$ cat src/rtl/instr_fetch_pkg.sv
// Shared types and constants for the instruction fetch unit.
package instr_fetch_pkg;

    localparam logic [31:0] NOP_INSTR         = 32'h0000_0013;
    localparam int unsigned DEFAULT_MEM_WORDS = 3000;

    // 65-bit FIFO entry: instruction, its byte address, out-of-range flag
    typedef struct packed {
        logic [31:0] ir;
        logic [31:0] pc;
        logic        fault;
    } fetch_entry_t;

    function automatic logic [31:0] byte_swap(input logic [31:0] w);
        return {w[7:0], w[15:8], w[23:16], w[31:24]};
    endfunction

endpackage

$ cat src/rtl/instr_fetch_if.sv
// Memory, redirect and decode-side signals of the fetch unit.
interface instr_fetch_if;
    logic        mem_rd_en;
    logic [11:0] mem_addr;
    logic [31:0] mem_rdata;
    logic        redirect_valid;
    logic [31:0] redirect_pc;
    logic        out_valid;
    logic        out_ready;
    logic [31:0] out_ir;
    logic [31:0] out_pc;
    logic        out_fault;

    modport master (
        output mem_rd_en, mem_addr, out_valid, out_ir, out_pc, out_fault,
        input  mem_rdata, redirect_valid, redirect_pc, out_ready
    );

    modport slave (
        input  mem_rd_en, mem_addr, out_valid, out_ir, out_pc, out_fault,
        output mem_rdata, redirect_valid, redirect_pc, out_ready
    );
endinterface

$ cat src/rtl/instr_fetch_fifo.sv
// Two-entry fetch buffer; one push and one pop per cycle, flush clears occupancy.
module fetch_fifo
    import instr_fetch_pkg::*;
(
    input  logic         clk_in,
    input  logic         reset_n,
    input  logic         flush,
    input  logic         wr_en,
    input  fetch_entry_t wr_data,
    input  logic         rd_en,
    output fetch_entry_t rd_data,
    output logic [1:0]   count
);
    fetch_entry_t slots [2];
    logic         wr_ptr;
    logic         rd_ptr;
    logic         rd_fire;

    assign rd_fire = rd_en && (count != 2'd0);
    assign rd_data = slots[rd_ptr];

    always_ff @(posedge clk_in or negedge reset_n) begin
        if (!reset_n) begin
            slots[0] <= '0;
            slots[1] <= '0;
            wr_ptr   <= 1'b0;
            rd_ptr   <= 1'b0;
            count    <= 2'd0;
        end else if (flush) begin
            wr_ptr <= 1'b0;
            rd_ptr <= 1'b0;
            count  <= 2'd0;
        end else begin
            if (wr_en) begin
                slots[wr_ptr] <= wr_data;
                wr_ptr        <= ~wr_ptr;
            end
            if (rd_fire) begin
                rd_ptr <= ~rd_ptr;
            end
            count <= count + {1'b0, wr_en} - {1'b0, rd_fire};
        end
    end
endmodule

$ cat src/rtl/instr_fetch.sv
// Instruction fetch: issues word reads from a synchronous RAM, buffers two
// results, handles redirects with an epoch bit and flags out-of-range PCs.
module instr_fetch
    import instr_fetch_pkg::*;
#(
    parameter logic [31:0] RESET_PC  = 32'h0000_0000,
    parameter int unsigned MEM_WORDS = DEFAULT_MEM_WORDS
) (
    input logic           clk_in,
    input logic           reset_n,
    instr_fetch_if.master bus
);
    logic [31:0]  fpc;
    logic         epoch;
    logic         inflight;
    logic [31:0]  inflight_pc;
    logic         inflight_fault;
    logic         inflight_epoch;
    logic [1:0]   fifo_count;
    logic [1:0]   occupancy;
    logic         fpc_fault;
    logic         pop;
    logic         push;
    logic         issue;
    fetch_entry_t wr_entry;
    fetch_entry_t head;

    assign fpc_fault = ({2'b00, fpc[31:2]} >= MEM_WORDS);
    assign pop       = (fifo_count != 2'd0) && bus.out_ready;

    // A pop this cycle frees a slot, so it credits the issue decision;
    // without it a steady stream would stall every other cycle.
    assign occupancy = fifo_count + {1'b0, inflight} - {1'b0, pop};
    assign issue     = reset_n && !bus.redirect_valid && (occupancy < 2'd2);

    // Reads from before the latest redirect carry a stale epoch and are dropped.
    assign push = inflight && (inflight_epoch == epoch) && !bus.redirect_valid;

    always_comb begin
        wr_entry       = '0;
        wr_entry.pc    = inflight_pc;
        wr_entry.fault = inflight_fault;
        wr_entry.ir    = inflight_fault ? NOP_INSTR : byte_swap(bus.mem_rdata);
    end

    always_ff @(posedge clk_in or negedge reset_n) begin
        if (!reset_n) begin
            fpc            <= RESET_PC;
            epoch          <= 1'b0;
            inflight       <= 1'b0;
            inflight_pc    <= '0;
            inflight_fault <= 1'b0;
            inflight_epoch <= 1'b0;
        end else begin
            inflight <= issue;
            if (issue) begin
                inflight_pc    <= fpc;
                inflight_fault <= fpc_fault;
                inflight_epoch <= epoch;
                fpc            <= fpc + 32'd4;
            end
            if (bus.redirect_valid) begin
                fpc   <= bus.redirect_pc & ~32'h3;
                epoch <= ~epoch;
            end
        end
    end

    fetch_fifo u_fifo (
        .clk_in  (clk_in),
        .reset_n (reset_n),
        .flush   (bus.redirect_valid),
        .wr_en   (push),
        .wr_data (wr_entry),
        .rd_en   (pop),
        .rd_data (head),
        .count   (fifo_count)
    );

    assign bus.mem_rd_en = issue && !fpc_fault;
    assign bus.mem_addr  = fpc[13:2];
    assign bus.out_valid = (fifo_count != 2'd0);
    assign bus.out_ir    = head.ir;
    assign bus.out_pc    = head.pc;
    assign bus.out_fault = head.fault;
endmodule

$ cat src/flat_wrapper.sv
// flat-port wrapper written by rule: the top's interface ports become plain ports
module instr_fetch_flat import instr_fetch_pkg::*;
#(
    parameter logic [31:0] RESET_PC  = 32'h0000_0000,
    parameter int unsigned MEM_WORDS = DEFAULT_MEM_WORDS
)
  (clk_in, reset_n, bus_mem_rd_en, bus_mem_addr, bus_out_valid, bus_out_ir, bus_out_pc, bus_out_fault, bus_mem_rdata, bus_redirect_valid, bus_redirect_pc, bus_out_ready);
  instr_fetch_if bus_i ();
  input logic clk_in;
  input logic reset_n;
  output wire logic [$bits(bus_i.mem_rd_en)-1:0] bus_mem_rd_en;
  output wire logic [$bits(bus_i.mem_addr)-1:0] bus_mem_addr;
  output wire logic [$bits(bus_i.out_valid)-1:0] bus_out_valid;
  output wire logic [$bits(bus_i.out_ir)-1:0] bus_out_ir;
  output wire logic [$bits(bus_i.out_pc)-1:0] bus_out_pc;
  output wire logic [$bits(bus_i.out_fault)-1:0] bus_out_fault;
  input wire logic [$bits(bus_i.mem_rdata)-1:0] bus_mem_rdata;
  input wire logic [$bits(bus_i.redirect_valid)-1:0] bus_redirect_valid;
  input wire logic [$bits(bus_i.redirect_pc)-1:0] bus_redirect_pc;
  input wire logic [$bits(bus_i.out_ready)-1:0] bus_out_ready;
  assign bus_mem_rd_en = bus_i.mem_rd_en;
  assign bus_mem_addr = bus_i.mem_addr;
  assign bus_out_valid = bus_i.out_valid;
  assign bus_out_ir = bus_i.out_ir;
  assign bus_out_pc = bus_i.out_pc;
  assign bus_out_fault = bus_i.out_fault;
  assign bus_i.mem_rdata = bus_mem_rdata;
  assign bus_i.redirect_valid = bus_redirect_valid;
  assign bus_i.redirect_pc = bus_redirect_pc;
  assign bus_i.out_ready = bus_out_ready;
  instr_fetch #(.RESET_PC(RESET_PC), .MEM_WORDS(MEM_WORDS)) u_core (.clk_in(clk_in), .reset_n(reset_n), .bus(bus_i));
endmodule
$ cat config.mk
export PLATFORM = sky130hd
export DESIGN_NAME = instr_fetch_flat
export DESIGN_NICKNAME = d
export VERILOG_FILES = /design/src/rtl/instr_fetch_pkg.sv /design/src/rtl/instr_fetch_if.sv /design/src/rtl/instr_fetch_fifo.sv /design/src/rtl/instr_fetch.sv /design/src/flat_wrapper.sv
export SDC_FILE = /design/constraint.sdc
export NUM_CORES = 1
export LEC_CHECK = 0
export CAP_MARGIN = 25
export CORE_MARGIN = 3
export CORE_UTILIZATION = 45
export CTS_CLUSTER_DIAMETER = 60
export DETAILED_ROUTE_END_ITERATION = 12
export GPL_ROUTABILITY_DRIVEN = 1
export PLACE_DENSITY = 0.72
export SETUP_SLACK_MARGIN = 0.5
export SLEW_MARGIN = 40
export SYNTH_ARGS = -nofsm -noshare
export SYNTH_HDL_FRONTEND = slang
export SYNTH_SLANG_ARGS = --single-unit
$ cat constraint.sdc
create_clock -name clk_in -period 3.67 [get_ports clk_in]
set_clock_uncertainty 0.15 [all_clocks]
set_input_delay 0.5505 -clock clk_in [delete_from_list [all_inputs] [get_ports clk_in]]
set_output_delay 0.5505 -clock clk_in [all_outputs]
set_load 0.05 [all_outputs]
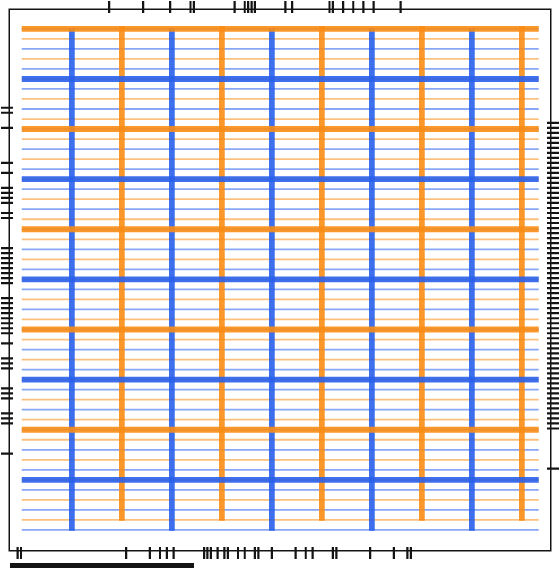
Fig. 1. Power grid.
The bar under the picture is 50 um long. Pins as bars on the die edge.
| net | colour |
|---|---|
| VSS | blue |
| VDD | orange |
met1 rails: 51
met4 straps: 10
core area: 0.0191 sq mm
Die Height: 147 um

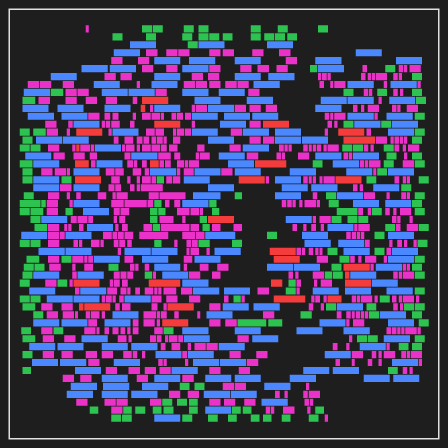
Fig. 2. Placement by cell class.
| class | colour | cells |
|---|---|---|
| all other logic | magenta | 531 |
| clock drivers and dummy loads | red | 29 |
| flops | blue | 194 |
| other buffers and delay cells | green | 164 |
Final Cell Area: 0.0112 sq mm
sequential cell area share: 43.2%
floorplan row count: 50

==> reports/metrics.cfg <==
[place]
dp_hpwl_mm = 13.1
dp_cells = 1140
io_buffers = 142

[global_routing]
antenna_found_initial = 0

[finish]
reg.largest.list = u_core.u_fifo.slots x126, u_core.fpc x30, u_core.inflight_pc x30
clk_share_pct = 5.44
final_nets = 981
finish.utilization_pct = 58.9

[power]
power_leader = registers

[run_status]
status = completed

[yosys]
synth_area_leader_cell = dfrtp_1
enable_flop_cells = 0
ys_top_cells_by_count = dfrtp_1 (194), mux2_2 (150), nand2_1 (137)
synth_warnings = 0

[clock_network]
cts_root_buffer = clkbuf_16
clk_latency_ns = 0.43
cts_tree = yes

[sta]
holdWs_ns = 0.0353
finalCritPeriodShare_pct = 85.2
hold_violations = 0

[drt]
drc = 0

-- path summary, 6_finish.rpt --
path,cells after the start,from,slack [ns],end
max in group asynchronous,3,reset_n,2.23,u_core.u_fifo.slots[98]$_DFFE_PN0P_
worst min-delay path,2,reset_n,0.04,u_core.u_fifo.slots[69]$_DFFE_PN0P_
worst max register to register,10,u_core.u_fifo.count[0]$_DFF_PN0_,0.96,u_core.fpc[25]$_DFFE_PN0P_
min in group clk_in,2,u_core.u_fifo.slots[105]$_DFFE_PN0P_,0.32,u_core.u_fifo.slots[105]$_DFFE_PN0P_
worst min register to register,2,u_core.u_fifo.slots[105]$_DFFE_PN0P_,0.32,u_core.u_fifo.slots[105]$_DFFE_PN0P_
worst max-delay path,8,u_core.u_fifo.count[0]$_DFF_PN0_,0.54,bus_mem_rd_en
